**src/rtl/io_uart_tx_if.sv**
```systemverilog
// Processor IO bus bundle for io_uart_tx.
// The bus has no valid/ready pair. While IO_memWr_i is high, the slave
// accepts exactly one write per rising clock edge, at IO_memAddr_i with
// IO_memWData_i. The master never waits. IO_memRData_o is combinational from
// IO_memAddr_i, so a read completes within the cycle that presents the address.
interface io_uart_tx_if;
  logic [31:0] IO_memAddr_i;
  logic [31:0] IO_memWData_i;
  logic        IO_memWr_i;
  logic [31:0] IO_memRData_o;

  modport master (
    output IO_memAddr_i,
    output IO_memWData_i,
    output IO_memWr_i,
    input  IO_memRData_o
  );

  modport slave (
    input  IO_memAddr_i,
    input  IO_memWData_i,
    input  IO_memWr_i,
    output IO_memRData_o
  );
endinterface

```
**src/rtl/io_uart_tx.sv**
```systemverilog
// io_uart_tx: memory-mapped UART transmitter with a byte FIFO.
//   offset 0x0 DATA   : a write pushes one byte into the FIFO; a read returns 0.
//   offset 0x4 STATUS : [0] full, [1] empty, [2] overflow (write 1 to clear),
//                       [3] busy, [8+FIFO_AW:8] count.
// Frame format is 8N1 by default. Defining UART_TX_PARITY_EN inserts an
// even-parity bit between the data bits and the stop bit.
// dbg_state_o exposes the serializer FSM state so checkers can bind to it.
module io_uart_tx #(
  parameter logic [31:0] BASE_ADDR = 32'h0000_0100,
  parameter int          CLK_DIV   = 868,
  parameter int          FIFO_AW   = 4
) (
  input  logic         clk_i,
  input  logic         reset_i,
  io_uart_tx_if.slave  bus,
  output logic         uartTx_o,
  output logic         txIdle_o,
  output logic [2:0]   dbg_state_o
);

  localparam int                 DEPTH     = 1 << FIFO_AW;
  localparam logic [FIFO_AW:0]   DEPTH_CNT = DEPTH[FIFO_AW:0];
  localparam int                 BW        = $clog2(CLK_DIV);
  localparam logic [BW-1:0]      BAUD_LAST = BW'(CLK_DIV - 1);

  typedef enum logic [2:0] {
    ST_IDLE   = 3'd0,
    ST_START  = 3'd1,
    ST_DATA   = 3'd2,
`ifdef UART_TX_PARITY_EN
    ST_PARITY = 3'd3,
`endif
    ST_STOP   = 3'd4
  } state_t;

  // Address decode
  logic hit;
  logic data_sel;
  logic status_sel;
  logic data_wr;
  logic status_wr;

  assign hit        = (bus.IO_memAddr_i[31:4] == BASE_ADDR[31:4]);
  assign data_sel   = hit && (bus.IO_memAddr_i[3:0] == 4'h0);
  assign status_sel = hit && (bus.IO_memAddr_i[3:0] == 4'h4);
  assign data_wr    = bus.IO_memWr_i && data_sel;
  assign status_wr  = bus.IO_memWr_i && status_sel;

  // Only the low byte and the overflow-clear bit of the write data matter.
  logic unused_wdata_bits;
  assign unused_wdata_bits = ^bus.IO_memWData_i[31:8];

  // FIFO storage and bookkeeping
  logic [7:0]         mem [DEPTH];
  logic [FIFO_AW-1:0] wr_ptr;
  logic [FIFO_AW-1:0] rd_ptr;
  logic [FIFO_AW:0]   count;
  logic               overflow;
  logic               fifo_full;
  logic               fifo_empty;
  logic [7:0]         head;
  logic               push;
  logic               pop;

  // Serializer state
  state_t             state;
  logic [BW-1:0]      baud_cnt;
  logic [2:0]         bit_idx;
  logic [7:0]         shreg;
  logic               tx_q;
`ifdef UART_TX_PARITY_EN
  logic               parity_q;
`endif

  assign fifo_full  = (count == DEPTH_CNT);
  assign fifo_empty = (count == '0);
  assign head       = mem[rd_ptr];

  // Full is judged on the registered count, so a pop in the same cycle does
  // not make room for a write that arrives while full.
  assign push = data_wr && !fifo_full;
  assign pop  = !fifo_empty &&
                ((state == ST_IDLE) || ((state == ST_STOP) && (baud_cnt == '0)));

  // Byte storage; contents need no reset because the pointers define validity.
  always_ff @(posedge clk_i) begin
    if (push) begin
      mem[wr_ptr] <= bus.IO_memWData_i[7:0];
    end
  end

  // Pointers, occupancy and the sticky overflow flag.
  always_ff @(posedge clk_i) begin
    if (reset_i) begin
      wr_ptr   <= '0;
      rd_ptr   <= '0;
      count    <= '0;
      overflow <= 1'b0;
    end else begin
      if (push) begin
        wr_ptr <= wr_ptr + 1'b1;
      end
      if (pop) begin
        rd_ptr <= rd_ptr + 1'b1;
      end
      if (push && !pop) begin
        count <= count + 1'b1;
      end else if (pop && !push) begin
        count <= count - 1'b1;
      end
      if (data_wr && fifo_full) begin
        overflow <= 1'b1;
      end else if (status_wr && bus.IO_memWData_i[2]) begin
        overflow <= 1'b0;
      end
    end
  end

  // Frame serializer: one bit every CLK_DIV cycles, line held in tx_q.
  always_ff @(posedge clk_i) begin
    if (reset_i) begin
      state    <= ST_IDLE;
      tx_q     <= 1'b1;
      baud_cnt <= '0;
      bit_idx  <= '0;
      shreg    <= '0;
`ifdef UART_TX_PARITY_EN
      parity_q <= 1'b0;
`endif
    end else begin
      case (state)
        ST_IDLE: begin
          tx_q <= 1'b1;
          if (!fifo_empty) begin
            shreg    <= head;
`ifdef UART_TX_PARITY_EN
            parity_q <= ^head;
`endif
            state    <= ST_START;
            tx_q     <= 1'b0;
            baud_cnt <= BAUD_LAST;
          end
        end

        ST_START: begin
          if (baud_cnt == '0) begin
            state    <= ST_DATA;
            tx_q     <= shreg[0];
            bit_idx  <= '0;
            baud_cnt <= BAUD_LAST;
          end else begin
            baud_cnt <= baud_cnt - 1'b1;
          end
        end

        ST_DATA: begin
          if (baud_cnt == '0) begin
            baud_cnt <= BAUD_LAST;
            if (bit_idx == 3'd7) begin
`ifdef UART_TX_PARITY_EN
              state <= ST_PARITY;
              tx_q  <= parity_q;
`else
              state <= ST_STOP;
              tx_q  <= 1'b1;
`endif
            end else begin
              bit_idx <= bit_idx + 1'b1;
              shreg   <= {1'b0, shreg[7:1]};
              tx_q    <= shreg[1];
            end
          end else begin
            baud_cnt <= baud_cnt - 1'b1;
          end
        end

`ifdef UART_TX_PARITY_EN
        ST_PARITY: begin
          if (baud_cnt == '0) begin
            state    <= ST_STOP;
            tx_q     <= 1'b1;
            baud_cnt <= BAUD_LAST;
          end else begin
            baud_cnt <= baud_cnt - 1'b1;
          end
        end
`endif

        ST_STOP: begin
          if (baud_cnt == '0) begin
            // Chain straight into the next start bit when more data waits.
            if (!fifo_empty) begin
              shreg    <= head;
`ifdef UART_TX_PARITY_EN
              parity_q <= ^head;
`endif
              state    <= ST_START;
              tx_q     <= 1'b0;
              baud_cnt <= BAUD_LAST;
            end else begin
              state <= ST_IDLE;
              tx_q  <= 1'b1;
            end
          end else begin
            baud_cnt <= baud_cnt - 1'b1;
          end
        end

        default: begin
          state <= ST_IDLE;
          tx_q  <= 1'b1;
        end
      endcase
    end
  end

  // Register read mux; DATA and undecoded addresses read as zero.
  always_comb begin
    bus.IO_memRData_o = '0;
    if (status_sel) begin
      bus.IO_memRData_o[0]             = fifo_full;
      bus.IO_memRData_o[1]             = fifo_empty;
      bus.IO_memRData_o[2]             = overflow;
      bus.IO_memRData_o[3]             = (state != ST_IDLE);
      bus.IO_memRData_o[8+FIFO_AW:8]   = count;
    end
  end

  assign uartTx_o    = tx_q;
  assign txIdle_o    = fifo_empty && (state == ST_IDLE);
  assign dbg_state_o = state;

endmodule

```
**src/flat_wrapper.sv**
```systemverilog
// flat-port wrapper written by rule: the top's interface ports become plain ports
module io_uart_tx_flat 
#(
  parameter logic [31:0] BASE_ADDR = 32'h0000_0100,
  parameter int          CLK_DIV   = 868,
  parameter int          FIFO_AW   = 4
)
  (clk_i, reset_i, uartTx_o, txIdle_o, dbg_state_o, bus_IO_memAddr_i, bus_IO_memWData_i, bus_IO_memWr_i, bus_IO_memRData_o);
  io_uart_tx_if bus_i ();
  input  logic clk_i;
  input  logic reset_i;
  output logic uartTx_o;
  output logic txIdle_o;
  output logic [2:0] dbg_state_o;
  input wire logic [$bits(bus_i.IO_memAddr_i)-1:0] bus_IO_memAddr_i;
  input wire logic [$bits(bus_i.IO_memWData_i)-1:0] bus_IO_memWData_i;
  input wire logic [$bits(bus_i.IO_memWr_i)-1:0] bus_IO_memWr_i;
  output wire logic [$bits(bus_i.IO_memRData_o)-1:0] bus_IO_memRData_o;
  assign bus_i.IO_memAddr_i = bus_IO_memAddr_i;
  assign bus_i.IO_memWData_i = bus_IO_memWData_i;
  assign bus_i.IO_memWr_i = bus_IO_memWr_i;
  assign bus_IO_memRData_o = bus_i.IO_memRData_o;
  io_uart_tx #(.BASE_ADDR(BASE_ADDR), .CLK_DIV(CLK_DIV), .FIFO_AW(FIFO_AW)) u_core (.clk_i(clk_i), .reset_i(reset_i), .bus(bus_i), .uartTx_o(uartTx_o), .txIdle_o(txIdle_o), .dbg_state_o(dbg_state_o));
endmodule
```
**config.mk**
```make
export PLATFORM = sky130hd
export DESIGN_NAME = io_uart_tx_flat
export DESIGN_NICKNAME = d
export VERILOG_FILES = /design/src/rtl/io_uart_tx_if.sv /design/src/rtl/io_uart_tx.sv /design/src/flat_wrapper.sv
export SDC_FILE = /design/constraint.sdc
export NUM_CORES = 1
export LEC_CHECK = 0
export CAP_MARGIN = 25
export CORE_MARGIN = 8
export CORE_UTILIZATION = 33
export DETAILED_ROUTE_END_ITERATION = 8
export PLACE_DENSITY = 0.52
export SLEW_MARGIN = 25
export SYNTH_ARGS = -nofsm -noshare
export SYNTH_HDL_FRONTEND = slang
export SYNTH_SLANG_ARGS = --single-unit
```
**constraint.sdc**
```tcl
create_clock -name clk_i -period 6.85 [get_ports clk_i]
set_clock_uncertainty 0.1 [all_clocks]
set_input_delay 2.055 -clock clk_i [delete_from_list [all_inputs] [get_ports clk_i]]
set_output_delay 2.055 -clock clk_i [all_outputs]
set_load 0.02 [all_outputs]
```
==> flow_summary.json, run 1 <==
{
  "status": "complete, no violations",
  "grt_antenna_before_repair": 0,
  "crit_start": "bus_IO_memAddr_i[5]",
  "cts_tree": "done",
  "p_comb_share_pct": 30.6,
  "largest_register": "u_core.mem",
  "n_all_buffers": 67,
  "top_cells_by_count": "edfxtp_1 (128), nor2_1 (46), dfxtp_1 (43)",
  "final_core_util_pct": 39.79,
  "ys.flops": 171,
  "power.internal_uw": 2139,
  "worstPathArrival_ns": 4.24,
  "edf_count": 128,
  "die_h_um": 167.2,
  "final_cells": 913,
  "n_antenna_cell": 0,
  "largest_reg_flops": 128,
  "rsz0062_at_grt": "false",
  "report.final.slew_viol_count": 0,
  "flop_cell": "edfxtp_1",
  "critical_path_class": "in2out",
  "reg2reg_slack_ns": 3.01,
  "inv_count": 13,
  "hold_buffers": 0,
  "drt-initial-drc-count": 319,
  "top_power_group": "sequential cells",
  "grt_util_met2_pct": 20.82,
  "crit_path_max_fanout": 8,
  "synth_area_mm2": 0.007540,
  "hold_viol_final": 0,
  "ys_seq_share_pct": 62.40,
  "ctsResizeCount": 0,
  "clkSlewWorstSetupHoldPaths_ns": 0.07,
  "adder_share_pct": 2.423,
  "lay_top_count": "edfxtp_1",
  "design_area_mm2": 0.008954,
  "io_buffers": 56,
  "min_path_type": "reg2reg",
  "firstDrtPassIters": 5,
  "clock_buffer_count": 17,
  "core-area_mm2": 0.02250,
  "h-tree-depth": 4,
  "slowest_delay_ns": 0.61,
  "insertion_delay_ns": 0.43,
  "required_ns": 4.70
}
Run 1, I/O pins on the die edge:
Scale: 3 px per um. Pins as bars across the die edge, other pins in grey.
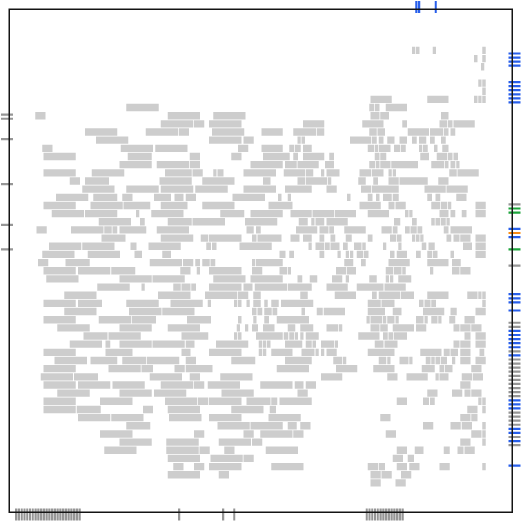
| colour | port | pins | direction | edge |
|---|---|---|---|---|
| blue | bus_IO_memRData_o | 32 | output | 29 right, 3 top |
| green | dbg_state_o | 3 | output | right |
| orange | txIdle_o | 1 | output | right |

Run 1, wiring by layer:
Scale: 3 px per um. Two of the layers only.
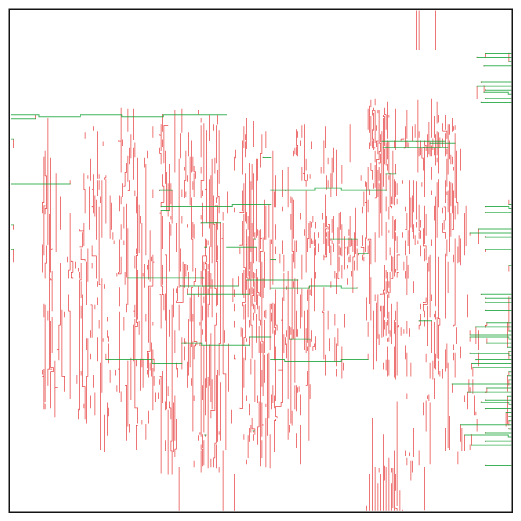
| colour | layer | wire length |
|---|---|---|
| green | M3 | 932 um |
| red | M2 | 8430 um |

Run 1, cell placement:
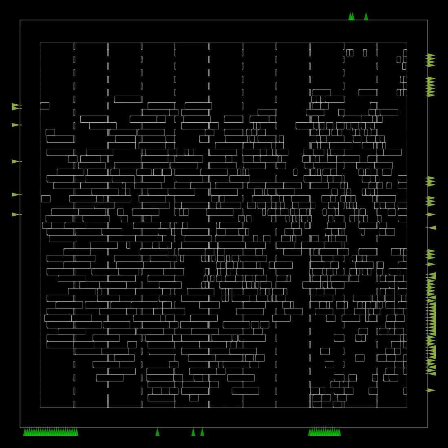
FILL cells: 2080
Flops: 171

## Run 2: what changed since run 1
==> constraint.sdc (replaced) <==
create_clock -name clk_i -period 7.8 [get_ports clk_i]
set_clock_uncertainty 0.1 [all_clocks]
set_input_delay 2.34 -clock clk_i [delete_from_list [all_inputs] [get_ports clk_i]]
set_output_delay 2.34 -clock clk_i [all_outputs]
set_load 0.02 [all_outputs]
==> flow_summary.json, run 2 <==
{
  "io_buffers": 56,
  "die_h_um": 167.2,
  "insertion_delay_ns": 0.43,
  "n_antenna_cell": 0,
  "status": "complete, no violations",
  "drt-initial-drc-count": 307,
  "required_ns": 5.36,
  "ys.flops": 171,
  "hold_buffers": 0,
  "clock_buffer_count": 17,
  "firstDrtPassIters": 4,
  "inv_count": 13,
  "ys_seq_share_pct": 62.40,
  "design_area_mm2": 0.008974,
  "fillerInstances": 2086,
  "flop_cell": "edfxtp_1",
  "rsz0062_at_grt": "false",
  "critical_path_class": "in2out",
  "crit_path_max_fanout": 8,
  "edf_count": 128,
  "ctsResizeCount": 0,
  "p_comb_share_pct": 29.7,
  "ff_count": 171,
  "lay_top_count": "edfxtp_1",
  "grt_antenna_before_repair": 0,
  "n_all_buffers": 66,
  "clkSlewWorstSetupHoldPaths_ns": 0.07,
  "core-area_mm2": 0.02250,
  "slowest_delay_ns": 0.60,
  "synth_area_mm2": 0.007540,
  "top_cells_by_count": "edfxtp_1 (128), nor2_1 (46), dfxtp_1 (43)",
  "h-tree-depth": 4
}
Run 2, wiring by layer:
Scale: 3 px per um. Two of the layers only.
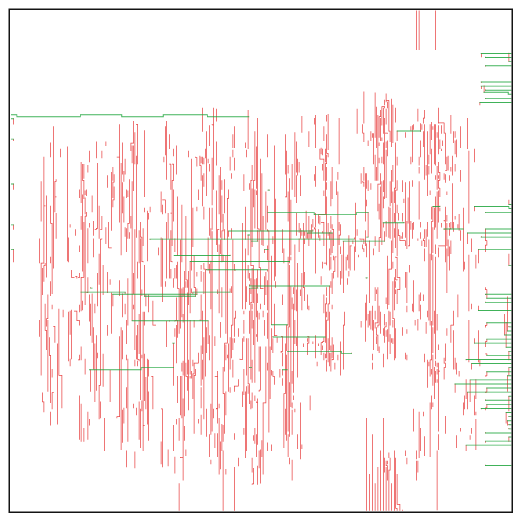
| colour | layer | wire length |
|---|---|---|
| red | M2 | 8570 um |
| green | M3 | 937 um |

## Run 3: what changed since run 2
--- a/config.mk
+++ b/config.mk
@@ -6,7 +6,6 @@
 export NUM_CORES = 1
 export LEC_CHECK = 0
 export CAP_MARGIN = 25
-export CORE_MARGIN = 8
 export CORE_UTILIZATION = 33
 export DETAILED_ROUTE_END_ITERATION = 8
 export PLACE_DENSITY = 0.52
==> constraint.sdc (replaced) <==
create_clock -name clk_i -period 7.3 [get_ports clk_i]
set_clock_uncertainty 0.1 [all_clocks]
set_input_delay 2.19 -clock clk_i [delete_from_list [all_inputs] [get_ports clk_i]]
set_output_delay 2.19 -clock clk_i [all_outputs]
set_load 0.02 [all_outputs]
==> flow_summary.json, run 3 <==
{
  "synth_area_mm2": 0.007540,
  "ys.flops": 171,
  "ctsResizeCount": 0,
  "hold_viol_final": 0,
  "clkSlewWorstSetupHoldPaths_ns": 0.07,
  "reg2reg_slack_ns": 3.98,
  "p_comb_share_pct": 30.8,
  "worst-path-stages": 7,
  "slowest_delay_ns": 0.61,
  "worstPathArrival_ns": 4.55,
  "setup_violations": 0,
  "die_h_um": 153.2,
  "critical_path_class": "in2out",
  "fillerInstances": 2043,
  "report.final.slew_viol_count": 0,
  "min_path_type": "reg2reg",
  "design_area_mm2": 0.008926,
  "drt-initial-drc-count": 253,
  "final_cells": 909,
  "adder_share_pct": 2.423,
  "hold_buffers": 0,
  "top_power_group": "sequential cells",
  "met2_wirelength_mm": 8.447,
  "crit_buf_inv": 3,
  "dominant_cells": "registers",
  "n_all_buffers": 68,
  "n_antenna_cell": 0,
  "top_cells_by_count": "edfxtp_1 (128), nor2_1 (46), dfxtp_1 (43)",
  "grt_util_met2_pct": 25.68,
  "h-tree-depth": 4,
  "cts_tree": "done",
  "core-area_mm2": 0.02209,
  "final_core_util_pct": 40.40,
  "grt_antenna_before_repair": 0,
  "status": "complete, no violations",
  "clock_buffer_count": 17,
  "required_ns": 5.01,
  "largest_reg_flops": 128,
  "crit_start": "bus_IO_memAddr_i[14]",
  "firstDrtPassIters": 4,
  "flop_cell": "edfxtp_1",
  "io_buffers": 56,
  "largest_register": "u_core.mem",
  "edf_count": 128,
  "route.met3.wl_um": 929,
  "final_cell_mix": "edfxtp_1 (128), clkdlybuf4s50_1 (55), nor2_1 (45)",
  "ys_seq_share_pct": 62.40
}
Run 3, I/O nets highlighted:
Scale: 2 px per um.
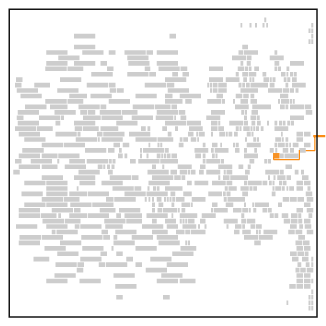
| colour | port | bits | direction | end cells | buffers | wire |
|---|---|---|---|---|---|---|
| orange | txIdle_o | 1 | output | 1 | 1 | 31.6 um |

